## src/rtl/seq_pkg.sv

```systemverilog
//==============================================================================
// Module      : seq_pkg
// Description : Shared types for the IF/ID/EX/WB control sequencer: state
//               encoding, recognised opcodes and the decoded-control struct.
// Revision    : 1.0 - initial release
//==============================================================================
`default_nettype none

package seq_pkg;

  typedef enum logic [2:0] {
    ST_IDLE      = 3'd0,
    ST_FETCH     = 3'd1,
    ST_DECODE    = 3'd2,
    ST_EXECUTE   = 3'd3,
    ST_WRITEBACK = 3'd4,
    ST_HALTED    = 3'd5
  } seq_state_e;

  localparam logic [5:0] OP_RTYPE  = 6'b000000;
  localparam logic [5:0] OP_ADDI   = 6'b001000;
  localparam logic [5:0] OP_LCONST = 6'b001111;
  localparam logic [5:0] OP_HALT   = 6'b111111;

  typedef struct packed {
    logic alu_src;
    logic alu_to_reg;
    logic writes_reg;
    logic is_halt;
    logic is_illegal;
  } seq_ctrl_t;

endpackage

`default_nettype wire

```

## src/rtl/seq_opcode_decoder.sv

```systemverilog
//==============================================================================
// Module      : seq_opcode_decoder
// Description : Combinational opcode-to-control map used by the sequencer.
// Revision    : 1.0 - initial release
//==============================================================================
`default_nettype none

module seq_opcode_decoder
  import seq_pkg::*;
#(
  parameter int OPCODE_W = 6
) (
  input  logic [OPCODE_W-1:0] opcode,
  output seq_ctrl_t           ctrl
);

  always_comb begin
    ctrl = '0;
    if (opcode == OPCODE_W'(OP_RTYPE)) begin
      ctrl.alu_to_reg = 1'b1;
      ctrl.writes_reg = 1'b1;
    end else if (opcode == OPCODE_W'(OP_ADDI)) begin
      ctrl.alu_src    = 1'b1;
      ctrl.alu_to_reg = 1'b1;
      ctrl.writes_reg = 1'b1;
    end else if (opcode == OPCODE_W'(OP_LCONST)) begin
      ctrl.alu_src    = 1'b1;
      ctrl.writes_reg = 1'b1;
    end else if (opcode == OPCODE_W'(OP_HALT)) begin
      ctrl.is_halt    = 1'b1;
    end else begin
      ctrl.is_illegal = 1'b1;
    end
  end

endmodule

`default_nettype wire

```

## src/rtl/datapath_sequencer.sv

```systemverilog
//==============================================================================
// Module      : datapath_sequencer
// Description : Multi-cycle IF/ID/EX/WB control sequencer with retired count.
//               Optional macro SEQ_PERF_CNT_EN adds a saturating stall_count.
// Revision    : 1.0 - initial release
//==============================================================================
`default_nettype none

module datapath_sequencer
  import seq_pkg::*;
#(
  parameter int EX_CYCLES = 1,
  parameter int OPCODE_W  = 6,
  parameter int CNT_W     = 16
) (
  input  logic                clk,
  input  logic                reset,
  input  logic                run,
  input  logic                step_req,
  input  logic                imem_ready,
  input  logic [OPCODE_W-1:0] opcode,
  output logic                ir_load,
  output logic                alu_src,
  output logic                alu_to_reg,
  output logic                reg_write,
  output logic                pc_inc,
  output logic                busy,
  output logic                halted,
  output logic                illegal_op,
  output logic [2:0]          state_o,
  output logic [CNT_W-1:0]    retired_count
`ifdef SEQ_PERF_CNT_EN
  ,
  output logic [CNT_W-1:0]    stall_count
`endif
);

  localparam int EX_W = 4;

  seq_state_e          state_q, state_d;
  logic [OPCODE_W-1:0] opcode_q, opcode_d;
  logic [EX_W-1:0]     ex_cnt_q, ex_cnt_d;
  logic                alu_src_q, alu_src_d;
  logic                alu_to_reg_q, alu_to_reg_d;
  logic                reg_write_q, reg_write_d;
  logic                pc_inc_q, pc_inc_d;
  logic                busy_q, busy_d;
  logic                halted_q, halted_d;
  logic                illegal_op_q, illegal_op_d;
  logic [CNT_W-1:0]    retired_q, retired_d;
  seq_ctrl_t           ctrl;

  // The decoder looks at the opcode the instruction register will hold next,
  // so registered outputs can be formed one cycle ahead of their state.
  assign opcode_d = (state_q == ST_FETCH && imem_ready) ? opcode : opcode_q;

  seq_opcode_decoder #(
    .OPCODE_W (OPCODE_W)
  ) u_decoder (
    .opcode (opcode_d),
    .ctrl   (ctrl)
  );

  always_comb begin
    state_d      = state_q;
    ex_cnt_d     = ex_cnt_q;
    alu_src_d    = alu_src_q;
    alu_to_reg_d = alu_to_reg_q;
    retired_d    = retired_q;
    case (state_q)
      ST_IDLE: begin
        if (run || step_req) state_d = ST_FETCH;
      end
      ST_FETCH: begin
        if (imem_ready) state_d = ST_DECODE;
      end
      ST_DECODE: begin
        if (ctrl.is_halt) begin
          state_d = ST_HALTED;
        end else if (ctrl.is_illegal) begin
          state_d = ST_WRITEBACK;
        end else begin
          alu_src_d    = ctrl.alu_src;
          alu_to_reg_d = ctrl.alu_to_reg;
          ex_cnt_d     = EX_W'(EX_CYCLES - 1);
          state_d      = ST_EXECUTE;
        end
      end
      ST_EXECUTE: begin
        if (ex_cnt_q == '0) state_d = ST_WRITEBACK;
        else                ex_cnt_d = ex_cnt_q - EX_W'(1);
      end
      ST_WRITEBACK: begin
        if (ctrl.writes_reg) retired_d = retired_q + CNT_W'(1);
        state_d = run ? ST_FETCH : ST_IDLE;
      end
      ST_HALTED: begin
        state_d = ST_HALTED;
      end
      default: begin
        state_d = ST_IDLE;
      end
    endcase

    busy_d       = (state_d == ST_FETCH) || (state_d == ST_DECODE) ||
                   (state_d == ST_EXECUTE) || (state_d == ST_WRITEBACK);
    halted_d     = (state_d == ST_HALTED);
    pc_inc_d     = (state_d == ST_WRITEBACK);
    reg_write_d  = (state_d == ST_WRITEBACK) && ctrl.writes_reg;
    illegal_op_d = (state_d == ST_DECODE) && ctrl.is_illegal;
  end

  always_ff @(posedge clk) begin
    if (reset) begin
      state_q      <= ST_IDLE;
      opcode_q     <= '0;
      ex_cnt_q     <= '0;
      alu_src_q    <= 1'b0;
      alu_to_reg_q <= 1'b0;
      reg_write_q  <= 1'b0;
      pc_inc_q     <= 1'b0;
      busy_q       <= 1'b0;
      halted_q     <= 1'b0;
      illegal_op_q <= 1'b0;
      retired_q    <= '0;
    end else begin
      state_q      <= state_d;
      opcode_q     <= opcode_d;
      ex_cnt_q     <= ex_cnt_d;
      alu_src_q    <= alu_src_d;
      alu_to_reg_q <= alu_to_reg_d;
      reg_write_q  <= reg_write_d;
      pc_inc_q     <= pc_inc_d;
      busy_q       <= busy_d;
      halted_q     <= halted_d;
      illegal_op_q <= illegal_op_d;
      retired_q    <= retired_d;
    end
  end

  // The fetch handshake must complete in the same cycle memory is ready.
  assign ir_load       = (state_q == ST_FETCH) && imem_ready;
  assign alu_src       = alu_src_q;
  assign alu_to_reg    = alu_to_reg_q;
  assign reg_write     = reg_write_q;
  assign pc_inc        = pc_inc_q;
  assign busy          = busy_q;
  assign halted        = halted_q;
  assign illegal_op    = illegal_op_q;
  assign state_o       = state_q;
  assign retired_count = retired_q;

`ifdef SEQ_PERF_CNT_EN
  logic [CNT_W-1:0] stall_q, stall_d;

  always_comb begin
    stall_d = stall_q;
    if (state_q == ST_FETCH && !imem_ready && stall_q != '1)
      stall_d = stall_q + CNT_W'(1);
  end

  always_ff @(posedge clk) begin
    if (reset) stall_q <= '0;
    else       stall_q <= stall_d;
  end

  assign stall_count = stall_q;
`endif

endmodule

`default_nettype wire

```

## config.mk

```make
export PLATFORM = sky130hd
export DESIGN_NAME = datapath_sequencer
export DESIGN_NICKNAME = d
export VERILOG_FILES = /design/src/rtl/seq_pkg.sv /design/src/rtl/seq_opcode_decoder.sv /design/src/rtl/datapath_sequencer.sv
export SDC_FILE = /design/constraint.sdc
export NUM_CORES = 1
export LEC_CHECK = 0
export ABC_CLOCK_PERIOD_IN_PS = 2800
export CAP_MARGIN = 20
export CORE_UTILIZATION = 31
export DETAILED_ROUTE_END_ITERATION = 8
export PLACE_DENSITY_LB_ADDON = 0.1
export SLEW_MARGIN = 20
export SYNTH_ARGS = -nofsm -noshare
export SYNTH_HDL_FRONTEND = slang
export SYNTH_SLANG_ARGS = --single-unit
```

## constraint.sdc

```tcl
create_clock -name clk -period 2.8 [get_ports clk]
set_input_delay 0.28 -clock clk [delete_from_list [all_inputs] [get_ports clk]]
set_output_delay 0.28 -clock clk [all_outputs]
set_load 0.05 [all_outputs]
```

cell_density.png
The bar under the picture is 20 um long. 8 x 8 tiles, from dark blue (low) to red (high), 0 to 100% covered.
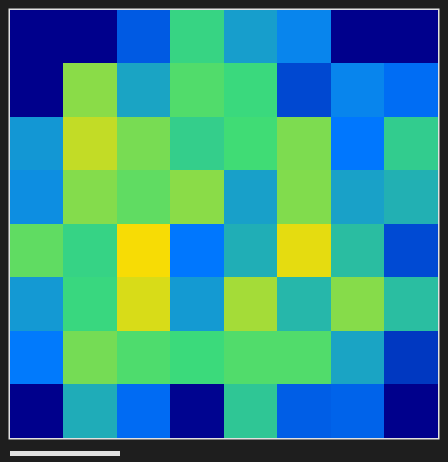
- fullest tile: 74%
- nearly empty tiles: 13%
- mean over tiles: 37%
- densest ninth of the die: left middle
fin util: 0.428
FP Util: 0.324
core area: 5510 um2

sizes.png
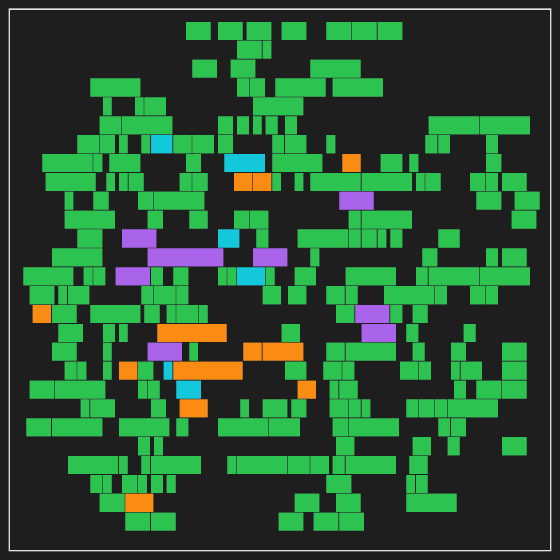
- purple: _6 and larger (cells 8; share 3.2%)
- orange: _3 and _4 cells (cells 12; share 4.8%)
- cyan: _2 cells (cells 6; share 2.4%)
- green: _0 and _1 cells (cells 222; share 90%)
Area Overhead vs Synth: 32.2%
Buffers excl. clock: 43
setup slack after layout: 0.496 ns
Non-Filler Cell Area, Final: 2350 um2

congestion.png
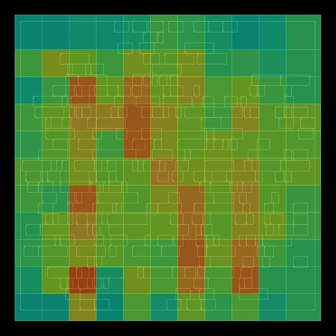
met3 usage: 0.0388
GR peak layer: met2
GRT Total Usage: 0.145
per-cell routed wire length: 12.7 um
GR Layer Usage met1: 0.190

metal_density.png
The bar under the picture is 20 um long. 16 x 16 tiles, from dark blue (low) to red (high), scaled to the fullest tile. Values are wire area over tile area, all layers added.
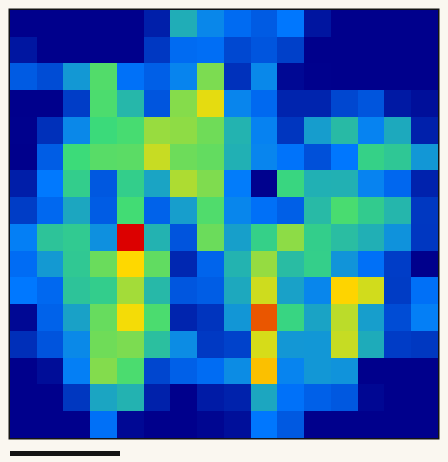
- emptiest ninth of the die: top right
- nearly empty tiles: 21%
- mean over tiles: 0.10
- fullest tile: 0.39
- tiles over half the peak: 16%
WL final: 4060 um
via count: 1603

-- stage by stage --
stage / instances / power (mW) / area (um2) / hold WS, ns
CTS: 320 / 1.24 / 2350 / 0.484
global route: 320 / 1.28 / 2350 / 0.509
floorplan: 204 / 0.683 / 1780 / 0.413
finish: 320 / 1.22 / 2350 / 0.477
detailed placement: 312 / 0.741 / 2230 / 0.471
global placement: 312 / 0.742 / 2230 / 0.468
-- cell type report --
type,instances,area [um2]
sequential,36,721
timing repair buffer,43,413
inverter,6,22.5
clock buffer,7,96.3
multi-input combinational,155,982
tap,72,90.1
fill,556,3150
clock inverter,1,30.0
-- tightest hold or removal path: stages (launching register included) --
cell and delay [ns]:
dfxtp_1 0.31, inv_1 0.05, a221oi_1 0.06
==> reports/metrics.cfg <==
[placement]
numPortBuffers=37
dp_hpwl_um=3070

[global_route]
first_global_vias=1489
grt_pass1_wl_um=6950
met2_usage=0.235

[synthesis]
avgSynthCellArea_um2=8.73
mux_share=0.0112
ys_sh_xor=0.0393
synthesis.area_um2=1780
yosys-top-cells-count=dfxtp_1, nand2_1, a21oi_1
ys_top_cells_by_area=dfxtp_1, a21oi_1, nand2_1
ff_type=dfxtp_1

[clock_tree]
clk_pin_slew_ns=0.07
cts-root-buf=clkbuf_8
cts_setup_buffers=0
ctsLongestPathBuffers=2

[timing]
finalCritPeriodShare=0.823
skew_ns=0.00451
setup_viol=0
final.min_clock_period_ns=2.30
worst_pin_slew_ns=0.774

[worst_setup_path]
cp_slowest_stage_delay_ns=0.52
path_delay_family=simple AND/OR/NAND/NOR gates
reg2reg_depth=6
critical_path.max_fanout=10
crit_slowest_cell=or4_1

[power_and_ir_drop]
clock_net_power_mw=0.495
p_per_area_nw_per_um2=520
irDropWorstVdd_mv=0.336
switchingPower_mw=0.307

[routing]
viasPerCell=5.01
highest_layer=met4
met3_wirelength_um=131
wl_met1_um=2000
firstDrtPassIters=4

[final_layout]
nNetsFinal=260
drive_gt1_frac=0.105
final_cell_mix=dfxtp_1, clkdlybuf4s50_1, nand2_1

[floorplanning]
die_h_um=77.8
io_pins=38
die_width_um=77.8

[run_status]
status=completed

[run]
drv_cap=0
warnings=26

Power figures rest on the tool's default switching activity, not on a simulated workload.
